[src/rtl/mips_pkg.sv]
// rtl/mips_pkg.sv - shared opcode/funct constants, state encoding and ALU codes for the multicycle control
package mips_pkg;

    localparam logic [5:0] OP_RTYPE = 6'b000000;
    localparam logic [5:0] OP_LW    = 6'b100011;
    localparam logic [5:0] OP_SW    = 6'b101011;
    localparam logic [5:0] OP_BEQ   = 6'b000100;
    localparam logic [5:0] OP_ADDI  = 6'b001000;
    localparam logic [5:0] OP_J     = 6'b000010;

    localparam logic [5:0] FN_ADD = 6'd32;
    localparam logic [5:0] FN_SUB = 6'd34;
    localparam logic [5:0] FN_AND = 6'd36;
    localparam logic [5:0] FN_OR  = 6'd37;
    localparam logic [5:0] FN_SLT = 6'd42;

    typedef enum logic [3:0] {
        S_FETCH   = 4'd0,
        S_DECODE  = 4'd1,
        S_MEMADR  = 4'd2,
        S_MEMRD   = 4'd3,
        S_MEMWB   = 4'd4,
        S_MEMWR   = 4'd5,
        S_EXECUTE = 4'd6,
        S_ALUWB   = 4'd7,
        S_BRANCH  = 4'd8,
        S_ADDIEX  = 4'd9,
        S_ADDIWB  = 4'd10,
        S_JUMP    = 4'd11
    } state_t;

    localparam logic [1:0] ALUOP_ADD   = 2'b00;
    localparam logic [1:0] ALUOP_SUB   = 2'b01;
    localparam logic [1:0] ALUOP_FUNCT = 2'b10;

    localparam logic [3:0] ALU_AND = 4'b0000;
    localparam logic [3:0] ALU_OR  = 4'b0001;
    localparam logic [3:0] ALU_ADD = 4'b0010;
    localparam logic [3:0] ALU_SUB = 4'b0110;
    localparam logic [3:0] ALU_SLT = 4'b0111;

    localparam logic [1:0] PCSRC_ALU  = 2'b00;
    localparam logic [1:0] PCSRC_OUT  = 2'b01;
    localparam logic [1:0] PCSRC_JUMP = 2'b10;

    localparam logic [1:0] SRCB_REG   = 2'b00;
    localparam logic [1:0] SRCB_FOUR  = 2'b01;
    localparam logic [1:0] SRCB_IMM   = 2'b10;
    localparam logic [1:0] SRCB_BRIMM = 2'b11;

    function automatic logic is_legal_op(input logic [5:0] op);
        return (op == OP_RTYPE) || (op == OP_LW) || (op == OP_SW) ||
               (op == OP_BEQ) || (op == OP_ADDI) || (op == OP_J);
    endfunction

endpackage

[src/rtl/alu_dec.sv]
// rtl/alu_dec.sv - combinational ALU control decode from aluop and funct
module alu_dec
    import mips_pkg::*;
(
    input  logic [1:0] aluop,
    input  logic [5:0] funct,
    output logic [3:0] alu_control
);

    always_comb begin
        alu_control = ALU_AND;
        case (aluop)
            ALUOP_ADD: alu_control = ALU_ADD;
            ALUOP_SUB: alu_control = ALU_SUB;
            ALUOP_FUNCT: begin
                case (funct)
                    FN_ADD:  alu_control = ALU_ADD;
                    FN_SUB:  alu_control = ALU_SUB;
                    FN_AND:  alu_control = ALU_AND;
                    FN_OR:   alu_control = ALU_OR;
                    FN_SLT:  alu_control = ALU_SLT;
                    default: alu_control = ALU_AND;
                endcase
            end
            default:   alu_control = ALU_AND;
        endcase
    end

endmodule

[src/rtl/mc_control.sv]
// rtl/mc_control.sv - multicycle MIPS control FSM with memory handshake and async reset
module mc_control
    import mips_pkg::*;
(
    input  logic       clk,
    input  logic       rst_n,
    input  logic [5:0] opcode,
    input  logic [5:0] funct,
    input  logic       halt,
    input  logic       mem_ready,
    output logic       mem_req,
    output logic       memwrite,
    output logic       iord,
    output logic       irwrite,
    output logic       pcwrite,
    output logic       branch,
    output logic       regwrite,
    output logic       regdst,
    output logic       memtoreg,
    output logic       alusrca,
    output logic [1:0] pcsrc,
    output logic [1:0] alusrcb,
    output logic [1:0] aluop,
    output logic [3:0] aluControl,
    output logic [3:0] state,
    output logic       illegal
);

    state_t     state_q;
    state_t     state_n;
    logic [5:0] op_q;

    // opcode is captured in DECODE so MEMADR picks lw/sw from the decoded instruction
    always_ff @(posedge clk or negedge rst_n) begin
        if (!rst_n) begin
            state_q <= S_FETCH;
            op_q    <= OP_RTYPE;
        end else begin
            state_q <= state_n;
            if (state_q == S_DECODE) op_q <= opcode;
        end
    end

    always_comb begin
        state_n = S_FETCH;
        case (state_q)
            S_FETCH:   state_n = (!halt && mem_ready) ? S_DECODE : S_FETCH;
            S_DECODE: begin
                case (opcode)
                    OP_LW, OP_SW: state_n = S_MEMADR;
                    OP_RTYPE:     state_n = S_EXECUTE;
                    OP_BEQ:       state_n = S_BRANCH;
                    OP_ADDI:      state_n = S_ADDIEX;
                    OP_J:         state_n = S_JUMP;
                    default:      state_n = S_FETCH;
                endcase
            end
            S_MEMADR:  state_n = (op_q == OP_SW) ? S_MEMWR : S_MEMRD;
            S_MEMRD:   state_n = mem_ready ? S_MEMWB : S_MEMRD;
            S_MEMWR:   state_n = mem_ready ? S_FETCH : S_MEMWR;
            S_EXECUTE: state_n = S_ALUWB;
            S_ADDIEX:  state_n = S_ADDIWB;
            default:   state_n = S_FETCH;
        endcase
    end

    always_comb begin
        mem_req  = 1'b0;
        memwrite = 1'b0;
        iord     = 1'b0;
        irwrite  = 1'b0;
        pcwrite  = 1'b0;
        branch   = 1'b0;
        regwrite = 1'b0;
        regdst   = 1'b0;
        memtoreg = 1'b0;
        alusrca  = 1'b0;
        pcsrc    = PCSRC_ALU;
        alusrcb  = SRCB_REG;
        aluop    = ALUOP_ADD;
        illegal  = 1'b0;
        case (state_q)
            S_FETCH: begin
                if (!halt) begin
                    mem_req = 1'b1;
                    alusrcb = SRCB_FOUR;
                    irwrite = mem_ready;
                    pcwrite = mem_ready;
                end
            end
            S_DECODE: begin
                alusrcb = SRCB_BRIMM;
                illegal = !is_legal_op(opcode);
            end
            S_MEMADR: begin
                alusrca = 1'b1;
                alusrcb = SRCB_IMM;
            end
            S_MEMRD: begin
                mem_req = 1'b1;
                iord    = 1'b1;
            end
            S_MEMWB: begin
                regwrite = 1'b1;
                memtoreg = 1'b1;
            end
            S_MEMWR: begin
                mem_req  = 1'b1;
                iord     = 1'b1;
                memwrite = mem_ready;
            end
            S_EXECUTE: begin
                alusrca = 1'b1;
                aluop   = ALUOP_FUNCT;
            end
            S_ALUWB: begin
                regwrite = 1'b1;
                regdst   = 1'b1;
            end
            S_BRANCH: begin
                alusrca = 1'b1;
                aluop   = ALUOP_SUB;
                branch  = 1'b1;
                pcsrc   = PCSRC_OUT;
            end
            S_ADDIEX: begin
                alusrca = 1'b1;
                alusrcb = SRCB_IMM;
            end
            S_ADDIWB:  regwrite = 1'b1;
            S_JUMP: begin
                pcwrite = 1'b1;
                pcsrc   = PCSRC_JUMP;
            end
            default: ;
        endcase
        // reset silences every control immediately, even mid-access
        if (!rst_n) begin
            mem_req  = 1'b0;
            memwrite = 1'b0;
            iord     = 1'b0;
            irwrite  = 1'b0;
            pcwrite  = 1'b0;
            branch   = 1'b0;
            regwrite = 1'b0;
            regdst   = 1'b0;
            memtoreg = 1'b0;
            alusrca  = 1'b0;
            pcsrc    = PCSRC_ALU;
            alusrcb  = SRCB_REG;
            aluop    = ALUOP_ADD;
            illegal  = 1'b0;
        end
    end

    assign state = state_q;

    alu_dec u_alu_dec (
        .aluop       (aluop),
        .funct       (funct),
        .alu_control (aluControl)
    );

endmodule

[config.mk]
export PLATFORM = sky130hd
export DESIGN_NAME = mc_control
export DESIGN_NICKNAME = d
export VERILOG_FILES = /design/src/rtl/mips_pkg.sv /design/src/rtl/alu_dec.sv /design/src/rtl/mc_control.sv
export SDC_FILE = /design/constraint.sdc
export NUM_CORES = 1
export LEC_CHECK = 0
export ABC_CLOCK_PERIOD_IN_PS = 1800
export CAP_MARGIN = 10
export CELL_PAD_IN_SITES_DETAIL_PLACEMENT = 1
export CELL_PAD_IN_SITES_GLOBAL_PLACEMENT = 1
export CORE_UTILIZATION = 28
export DETAILED_ROUTE_END_ITERATION = 6
export PLACE_DENSITY_LB_ADDON = 0.2
export RECOVER_POWER = 50
export SLEW_MARGIN = 10
export SYNTH_ARGS = -nofsm -noshare
export SYNTH_HDL_FRONTEND = slang
export SYNTH_SLANG_ARGS = --single-unit
[constraint.sdc]
create_clock -name clk -period 1.8 [get_ports clk]
set_input_delay 0.45 -clock clk [delete_from_list [all_inputs] [get_ports clk]]
set_output_delay 0.45 -clock clk [all_outputs]
set_load 0.03 [all_outputs]
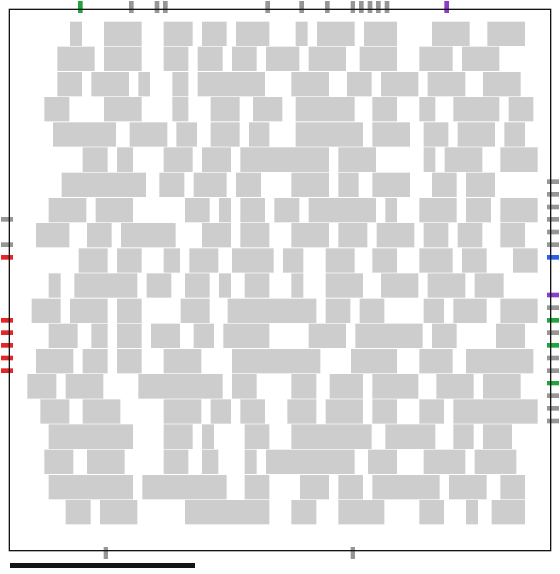
pins.png
The bar under the picture is 20 um long. Pins as bars across the die edge, other pins in gray.
Key: aluControl = green [pins 4, direction output, edge 3 right, 1 top]; opcode = red [pins 6, direction input, edge left]; memtoreg = blue [pins 1, direction output, edge right]; aluop = purple [pins 2, direction output, edge 1 top, 1 right]
All pins by edge: 18 right, 13 top, 8 left, 2 bottom.

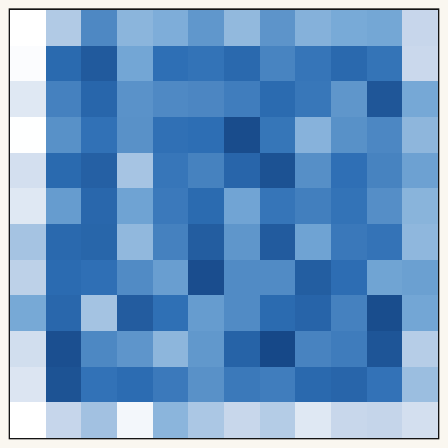
density.png
The die is cut into 12 by 12 equal tiles; white is low, dark blue is high, 0 to 100% covered.
2.8% of the tiles are nearly empty. The mean over all tiles is 58%. 24% of the tiles are over 75% full.

==> impl_metrics.json <==
{
  "crit_arrival_ns": 1.68,
  "status": "complete, but fails checks",
  "cts_tree": "built",
  "use_met1_pct": 27.8,
  "p_int_mw": 1.07,
  "core_um2": 3030,
  "setup_ws_ns": -0.330,
  "yosys-stat-cells": 109,
  "synthTopLogicFamily": "simple AND/OR/NAND/NOR gates",
  "synth-area-yosys_um2": 888,
  "top_cells_by_count": "nor2_1, dfrtp_1, nand2_1",
  "synth_cell_types": 40,
  "pre_cts_ws_ns": -1.04,
  "pg_seq_mw": 0.376,
  "setup_viol": 20,
  "placedCellCount": 215,
  "simple_gate_area_share_pct": 36.2,
  "path_delay_family": "buffers and inverters",
  "cp_slowest_cell": "dfrtp_2",
  "numSequentialCells": 10,
  "critPathLaunch": "state[1]$_DFF_PN0_",
  "grt_pass1_wl_um": 6270,
  "fin_area_um2": 2040,
  "antenna_found_initial": 0,
  "aoi_share_pct": 18.3,
  "drt_first_pass_iters": 4,
  "endpoint": "memwrite",
  "path_cells": "buf_6 > buf_12 > nor2b_2 > inv_1 > nor3_2 > buf_4",
  "layout.cells.non_filler": 236,
  "ctsResizeCount": 69,
  "n_antenna_cell": 0,
  "overflow": 0,
  "vdd_drop_max_mv": 0.575,
  "area_leaders": "dfrtp_1, mux2_2, nor2_1, nor2b_1, nor3b_1",
  "drc": 0,
  "violations": "setup timing",
  "wl_per_cell_um": 17.8,
  "num_vias": 1209,
  "viasPerCell": 5.12,
  "r2r_cells": 6,
  "n_all_buffers": 87,
  "async_flop_share_pct": 100,
  "tns_ns": -4.16,
  "numPortBuffers": 39,
  "gp_congestion": 0.786,
  "hold_path.class": "primary input to asynchronous set/reset pin",
  "place_area_um2": 1580,
  "clock_buffers": 4
}
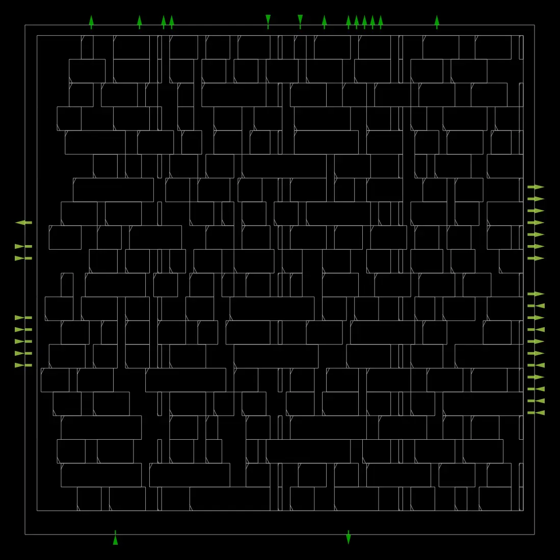
final_placement.png
row count: 20
Layout Utilization: 67.4%
Well Taps: 44

